===== src/rtl/cdr_phase_tracker.sv =====
// rtl/cdr_phase_tracker.sv - bang-bang CDR loop: vote windows, PI loop filter, lock detect with gear shift
module cdr_phase_tracker #(
  parameter int PHASE_W     = 9,
  parameter int FRAC_W      = 4,
  parameter int FREQ_W      = 12,
  parameter int DECIM       = 16,
  parameter int KP_ACQ      = 16,
  parameter int KP_TRK      = 4,
  parameter int KI          = 1,
  parameter int LOCK_THRESH = 2,
  parameter int LOCK_CNT    = 32,
  parameter int UNLOCK_CNT  = 4
) (
  input  logic              clk,
  input  logic              rst_n,
  input  logic              vote_valid,
  input  logic              early,
  input  logic              late,
  input  logic              hold,
  output logic [PHASE_W-1:0] phase_code,
  output logic [FREQ_W-1:0]  freq_word,
  output logic              locked,
  output logic              update
);

  localparam int ACC_W  = PHASE_W + FRAC_W;
  localparam int CNT_W  = (DECIM > 1) ? $clog2(DECIM) : 1;
  localparam int SUM_W  = CNT_W + 2;
  localparam int QCNT_W = $clog2(LOCK_CNT + 1);
  localparam int NCNT_W = $clog2(UNLOCK_CNT + 1);
  localparam logic signed [FREQ_W:0] FREQ_MAX = (FREQ_W+1)'((1 << (FREQ_W-1)) - 1);
  localparam logic signed [FREQ_W:0] FREQ_MIN = ~FREQ_MAX;

  typedef enum logic {ST_ACQUIRE = 1'b0, ST_TRACK = 1'b1} state_t;

  logic [ACC_W-1:0]         acc_q, acc_d;
  logic [PHASE_W-1:0]       code_q, code_d;
  logic [FREQ_W-1:0]        freq_q, freq_d;
  logic [CNT_W-1:0]         cnt_q, cnt_d;
  logic signed [SUM_W-1:0]  sum_q, sum_d;
  logic                     update_q, update_d;
  state_t                   state_q, state_d;
  logic [QCNT_W-1:0]        quiet_cnt_q, quiet_cnt_d;
  logic [NCNT_W-1:0]        noisy_cnt_q, noisy_cnt_d;

  logic signed [SUM_W-1:0]  vote_s;
  logic signed [SUM_W-1:0]  close_sum;
  logic [SUM_W-1:0]         abs_sum;
  logic                     window_close;
  logic                     quiet;
  logic                     d_pos, d_neg;
  logic [ACC_W-1:0]         kp_v, step_v;
  logic signed [FREQ_W:0]   freq_sum;

  // Vote windowing and the proportional + integral loop filter
  always_comb begin
    acc_d    = acc_q;
    code_d   = code_q;
    freq_d   = freq_q;
    cnt_d    = cnt_q;
    sum_d    = sum_q;
    update_d = 1'b0;
    vote_s   = '0;
    if (!hold && late && !early) begin
      vote_s = SUM_W'(1);
    end else if (!hold && early && !late) begin
      vote_s = {SUM_W{1'b1}};
    end
    close_sum    = sum_q + vote_s;
    window_close = vote_valid && (cnt_q == CNT_W'(DECIM - 1));
    abs_sum      = close_sum[SUM_W-1] ? -close_sum : close_sum;
    quiet        = (abs_sum <= SUM_W'(LOCK_THRESH));
    // Direction is forced to zero in holdover so only the frequency estimate drives phase
    d_pos  = window_close && !hold && !close_sum[SUM_W-1] && (close_sum != '0);
    d_neg  = window_close && !hold && close_sum[SUM_W-1];
    kp_v   = (state_q == ST_ACQUIRE) ? ACC_W'(KP_ACQ) : ACC_W'(KP_TRK);
    step_v = d_pos ? kp_v : (d_neg ? (~kp_v + ACC_W'(1)) : '0);
    freq_sum = $signed({freq_q[FREQ_W-1], freq_q})
             + (d_pos ? (FREQ_W+1)'(KI) : (d_neg ? -((FREQ_W+1)'(KI)) : '0));
    if (vote_valid) begin
      if (window_close) begin
        cnt_d = '0;
        sum_d = '0;
      end else begin
        cnt_d = cnt_q + CNT_W'(1);
        sum_d = close_sum;
      end
    end
    if (window_close) begin
      update_d = 1'b1;
      acc_d    = acc_q + step_v + ACC_W'($signed(freq_q));
      code_d   = acc_d[ACC_W-1:FRAC_W];
      if (!hold) begin
        if (freq_sum > FREQ_MAX) begin
          freq_d = FREQ_MAX[FREQ_W-1:0];
        end else if (freq_sum < FREQ_MIN) begin
          freq_d = FREQ_MIN[FREQ_W-1:0];
        end else begin
          freq_d = freq_sum[FREQ_W-1:0];
        end
      end
    end
  end

  // Lock detector: quiet windows promote to TRACK, noisy windows demote to ACQUIRE
  always_comb begin
    state_d     = state_q;
    quiet_cnt_d = quiet_cnt_q;
    noisy_cnt_d = noisy_cnt_q;
    if (window_close && !hold) begin
      case (state_q)
        ST_ACQUIRE: begin
          if (!quiet) begin
            quiet_cnt_d = '0;
          end else if (quiet_cnt_q == QCNT_W'(LOCK_CNT - 1)) begin
            state_d     = ST_TRACK;
            quiet_cnt_d = '0;
          end else begin
            quiet_cnt_d = quiet_cnt_q + QCNT_W'(1);
          end
        end
        default: begin
          if (quiet) begin
            noisy_cnt_d = '0;
          end else if (noisy_cnt_q == NCNT_W'(UNLOCK_CNT - 1)) begin
            state_d     = ST_ACQUIRE;
            noisy_cnt_d = '0;
          end else begin
            noisy_cnt_d = noisy_cnt_q + NCNT_W'(1);
          end
        end
      endcase
    end
  end

  // Loop state registers; reset discards any partial window
  always_ff @(posedge clk or negedge rst_n) begin
    if (!rst_n) begin
      acc_q       <= '0;
      code_q      <= '0;
      freq_q      <= '0;
      cnt_q       <= '0;
      sum_q       <= '0;
      update_q    <= 1'b0;
      state_q     <= ST_ACQUIRE;
      quiet_cnt_q <= '0;
      noisy_cnt_q <= '0;
    end else begin
      acc_q       <= acc_d;
      code_q      <= code_d;
      freq_q      <= freq_d;
      cnt_q       <= cnt_d;
      sum_q       <= sum_d;
      update_q    <= update_d;
      state_q     <= state_d;
      quiet_cnt_q <= quiet_cnt_d;
      noisy_cnt_q <= noisy_cnt_d;
    end
  end

  assign phase_code = code_q;
  assign freq_word  = freq_q;
  assign locked     = (state_q == ST_TRACK);
  assign update     = update_q;

endmodule


===== config.mk =====
export PLATFORM = sky130hd
export DESIGN_NAME = cdr_phase_tracker
export DESIGN_NICKNAME = d
export VERILOG_FILES = /design/src/rtl/cdr_phase_tracker.sv
export SDC_FILE = /design/constraint.sdc
export NUM_CORES = 1
export LEC_CHECK = 0
export CORE_MARGIN = 2
export CORE_UTILIZATION = 35
export DETAILED_ROUTE_END_ITERATION = 16
export PLACE_DENSITY = 0.62
export SYNTH_ARGS = -nofsm -noshare
export SYNTH_HDL_FRONTEND = slang
export SYNTH_SLANG_ARGS = --single-unit

===== constraint.sdc =====
create_clock -name clk -period 5.3 [get_ports clk]
set_input_delay 0.53 -clock clk [delete_from_list [all_inputs] [get_ports clk]]
set_output_delay 0.53 -clock clk [all_outputs]
set_load 0.05 [all_outputs]

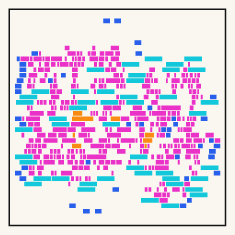
(images/placement_by_type.png)
(2 px per um)
Key: orange = clock drivers and dummy loads [cells 8, share of their area 2.6%]; blue = other buffers and delay cells [cells 44, share of their area 9.5%]; magenta = combinational and other logic [cells 348, share of their area 60%]; cyan = flops [cells 46, share of their area 28%]

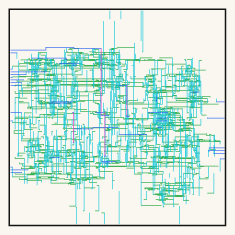
(images/wires.png)
(2 px per um)
Key: green = metal 1 [wire length 3,640 um]; cyan = metal 2 [wire length 4,140 um]; blue = metal 3 [wire length 295 um]; magenta = metal 4 [wire length 85.7 um]
average wire per cell in the routed design: 14.0 um
vias: 3,061
DRT Wirelength: 8160 um
Global Route Usage Sum: 0.150

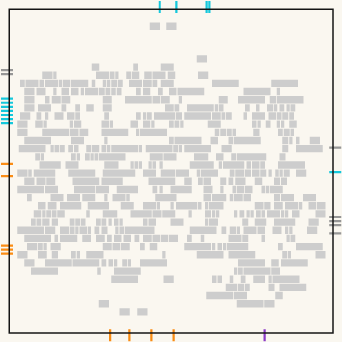
(images/io_placement.png)
(3 px per um) Pins as bars across the die edge, other pins in gray.
Key: purple = `vote_valid` [pins 1, direction input, edge bottom]; cyan = `freq_word` [pins 12, direction output, edge 7 left, 4 top, 1 right]; orange = `phase_code` [pins 9, direction output, edge 5 left, 4 bottom]
Die H: 107 um
# port buffers: 28

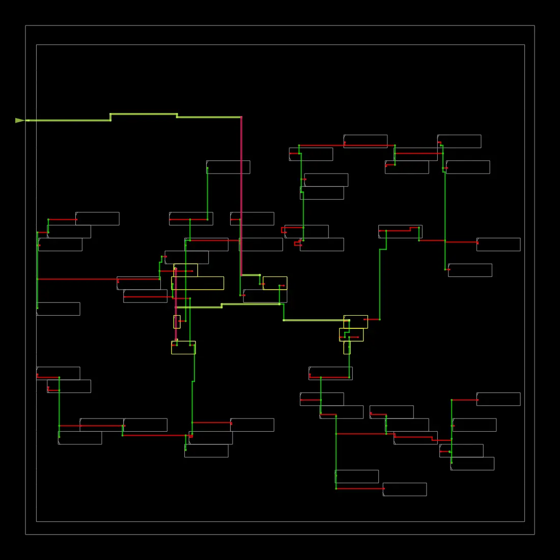
(images/clocks.png)
Latency at later pin: 0.30 ns
Inserted Clock Buffers: 5
clock skew: 0.0137 ns
clock network power consumption: 0.262 mW
sequential cell count of the final layout: 46

==> results.txt <==
Pleak -> 2.00 nW
via count normalized by instance count -> 5.26
final setup fails -> 0
AO/OA Area Share -> 0.210
flops & latches, synth -> 46
first-pass GRT wire length -> 14,100 um
number of global-route vias before repair -> 3,031
peak ir drop on the vdd network -> 189 uV
number of non-filler instances in the completed layout -> 582
met2 usage in global routing -> 0.265
synthesis-to-layout area growth -> 15.6%
Horiz. Die Dim -> 107 um
ratio of cells with drive above 1 in the final layout -> 0.105
Avg Cell Area, Syn -> 9.04 sq um
max-capacitance violation count -> 0
most congested layer reported by global routing -> met2
total I/O pin count -> 29
most common cell after layout, fill and taps aside -> sky130_fd_sc_hd__nand2_1
antenna violations before repair -> 0
remaining antenna violation count after routing -> 0
post-CTS setup-driven buffer insertion count -> 0
max-slew headroom at the worst pin -> 0.284
Core ar. -> 10,400 sq um
fraction of registers with async set or reset after synthesis -> 1.00
Longest Clk Path Bufs -> 2
total cell area reported by yosys after synthesis -> 3740 sq um
dominant register cell -> sky130_fd_sc_hd__dfrtp_1
DIE AREA -> 11,500 sq um
Req. time, crit path -> 5.48 ns
terminus of the critical flop-to-flop path -> acc_q[12]
number of warnings in the stage logs -> 26
syn nets -> 467
final hold vios -> 0
pin count of the biggest net entering global routing -> 47
detailed-router iteration count before antenna repair -> 4
library cell used as clock root buffer -> sky130_fd_sc_hd__clkbuf_8
final standard cell utilization of the core -> 0.417
clock tree from TritonCTS -> yes
count of library flops with an enable pin -> 0
Top cells by area -> sky130_fd_sc_hd__dfrtp_1, sky130_fd_sc_hd__ha_1, sky130_fd_sc_hd__fa_1
post-route fraction of the period consumed by the critical path -> 0.944
global routing met1 resource utilization -> 0.190
Data arrival, critical path -> 5.19 ns
final slew viol count -> 0
XOR/XNOR Fraction of Synth Area -> 0.0648
total power of the final layout -> 1.39 mW
clock-pin slew on the worst setup and hold paths -> 0.09 ns
setup repair after global routing missed its margin -> false
Final HPWL DP -> 6230 um
adder and majority gate portion of the synthesized area -> 0.183
global-route met3 utilization -> 0.0266
reg-to-reg slack, setup -> 0.88 ns
Synth top area share -> 0.307
Logic family by area -> AND-OR/OR-AND gates
Site Rows -> 37
Reg2Reg Depth -> 18
number of cells in the design after placement -> 574
DRC violation count after routing -> 0
post-layout minimum cycle time -> 5.01 ns
power density over the cells -> 321 nW/um^2
floorplan core density -> 0.361
setup total negative slack -> 0 ns
Antenna Cells -> 0
beginning of the worst register-to-register path -> sum_q[1]
CP endpoint kind -> flop
critical-path maximum fanout -> 4
placer's final routability congestion estimate -> 0.863
clock sink count -> 46
number of cell instances after yosys synthesis -> 414
area fraction in and, or, nand and nor cells -> 0.158
initial detailed-routing violation count -> 111
CP startpoint kind -> primary input
outcome -> finished, final reports clean
delay of the slowest critical-path stage -> 0.50 ns
Congestion Overflow GR -> 0
worst hold slack after final layout -> 0.423 ns
cell type with the largest total area -> sky130_fd_sc_hd__dfrtp_1
transition at the pin with the smallest max-transition slack -> 1.07 ns
depth of the CTS H-tree -> 2
worst path cell trace -> clkdlybuf4s50_1 -> nor3b_2 -> ha_1 -> a211o_1 -> and3_4 -> or2_2 -> nand2_1 -> nor2_1 -> nand2_1 -> o21bai_1 -> fa_1 -> inv_2 -> ha_1 -> a211o_1 -> a2111oi_4 -> o41ai_2 -> o41ai_2 -> and2_1 -> mux2i_1 -> xnor2_1
achievable clock frequency -> 200 MHz
Synth warnings -> 0
sequential-to-total area share from yosys stat -> 0.307
area of the mapped netlist -> 3740 sq um
count of unique library cells instantiated by Yosys -> 54
mux share of post-synthesis cell area -> 0.0201
top library cells by usage in the layout, fill and taps aside -> sky130_fd_sc_hd__nand2_1, sky130_fd_sc_hd__dfrtp_1, sky130_fd_sc_hd__a21oi_1, sky130_fd_sc_hd__ha_1, sky130_fd_sc_hd__o21ai_0
instance count of the mapped netlist -> 414
path type of the worst min-delay path -> in2async
final net count -> 498
type of the worst setup path -> in2reg
standard cell with the maximum stage delay on the critical path -> sky130_fd_sc_hd__fa_1
-- repair_timing --
item                                   in CTS  in global routing
endpoints found under the hold margin       0                  0
setup endpoints to repair                   0                  1
hold buffers                                0                  0
gates resized                               0                  5
-- power by group --
part | switching [mW] | total, mW | leakage [nW] | internal [mW]
Sequential | 0.0480 | 0.457 | 0.615 | 0.409
Combinational | 0.395 | 0.670 | 1.33 | 0.275
Clock | 0.121 | 0.262 | 0.0524 | 0.141
-- per-stage QoR --
step	worst slack (ns)	cell area (sq um)
after detailed placement	-0.0583	4190
after CTS	0.256	4300
after global routing	0.0166	4330
after global placement	0.0987	4190
final	0.295	4330
after floorplan	0.451	3740
-- cells in the mapped netlist (4+ instances only) --
master,number
sky130_fd_sc_hd__o21a_1,6
sky130_fd_sc_hd__o21bai_1,5
sky130_fd_sc_hd__ha_1,34
sky130_fd_sc_hd__nand3_1,11
sky130_fd_sc_hd__nor3_1,8
sky130_fd_sc_hd__clkbuf_1,7
sky130_fd_sc_hd__a21oi_1,35
sky130_fd_sc_hd__fa_1,13
sky130_fd_sc_hd__o31ai_1,7
sky130_fd_sc_hd__o22ai_1,6
sky130_fd_sc_hd__o21ai_0,31
sky130_fd_sc_hd__nor3b_1,6
sky130_fd_sc_hd__inv_1,24
sky130_fd_sc_hd__nand2_1,53
sky130_fd_sc_hd__o21ai_1,4
sky130_fd_sc_hd__xnor2_1,16
sky130_fd_sc_hd__nor2_1,21
sky130_fd_sc_hd__a211o_1,4
sky130_fd_sc_hd__dfrtp_1,46
sky130_fd_sc_hd__or2_2,4
sky130_fd_sc_hd__xor2_1,8
sky130_fd_sc_hd__a21o_1,5
sky130_fd_sc_hd__buf_4,11
-- cell type report --
type	count	area [sq um]
fillers	1043	6040
multi-input cells	323	2410
flip-flops and latches	46	1150
repair buffers	44	395
well taps	136	170
inverters	25	93.8
clock buffers	7	76.3
clock inverters	1	30.0
-- critical path: cells and delay by family --
family,cells,cell delay [ns]
multiplexers,1,0.08
XOR/XNOR,1,0.14
buffers and inverters,2,0.53
AND/OR/NAND/NOR,7,1.21
AND-OR/OR-AND,6,1.63
adder cells (fa/ha/maj),3,1.09
-- cells by family after synthesis --
| group | after synthesis |
|---|---|
| AND-OR/OR-AND | 120 |
| XOR/XNOR | 26 |
| adder cells (fa/ha/maj) | 47 |
| buffers and inverters | 45 |
| flip-flops | 46 |
| multiplexers | 6 |
| AND/OR/NAND/NOR | 124 |
-- registers in the layout, summed over array words and instances, names as in the netlist --
signal,cells
freq_word,12
locked,1
cnt_q,4
quiet_cnt_q,6
noisy_cnt_q,3
update,1
acc_q,13
sum_q,6
-- layer usage --
layer  vias up  part of all wire
met1      1477              0.45
met4         0             0.010
met5         -                 0
met3         9             0.036
met2        61              0.51
li1       1514                 -
-- how the worst max path moves through the flow --
stage / from / end / slack [ns] / cells past startpoint
final: early / acc_q[12] / 0.29 / 20
after global routing: late / acc_q[12] / 0.02 / 22
after CTS: early / acc_q[12] / 0.26 / 20
after detailed placement: early / acc_q[12] / -0.06 / 20
after global placement: early / acc_q[12] / 0.1 / 20
after floorplan: hold / acc_q[12] / 0.45 / 17
Power and IR drop assume default switching activity.
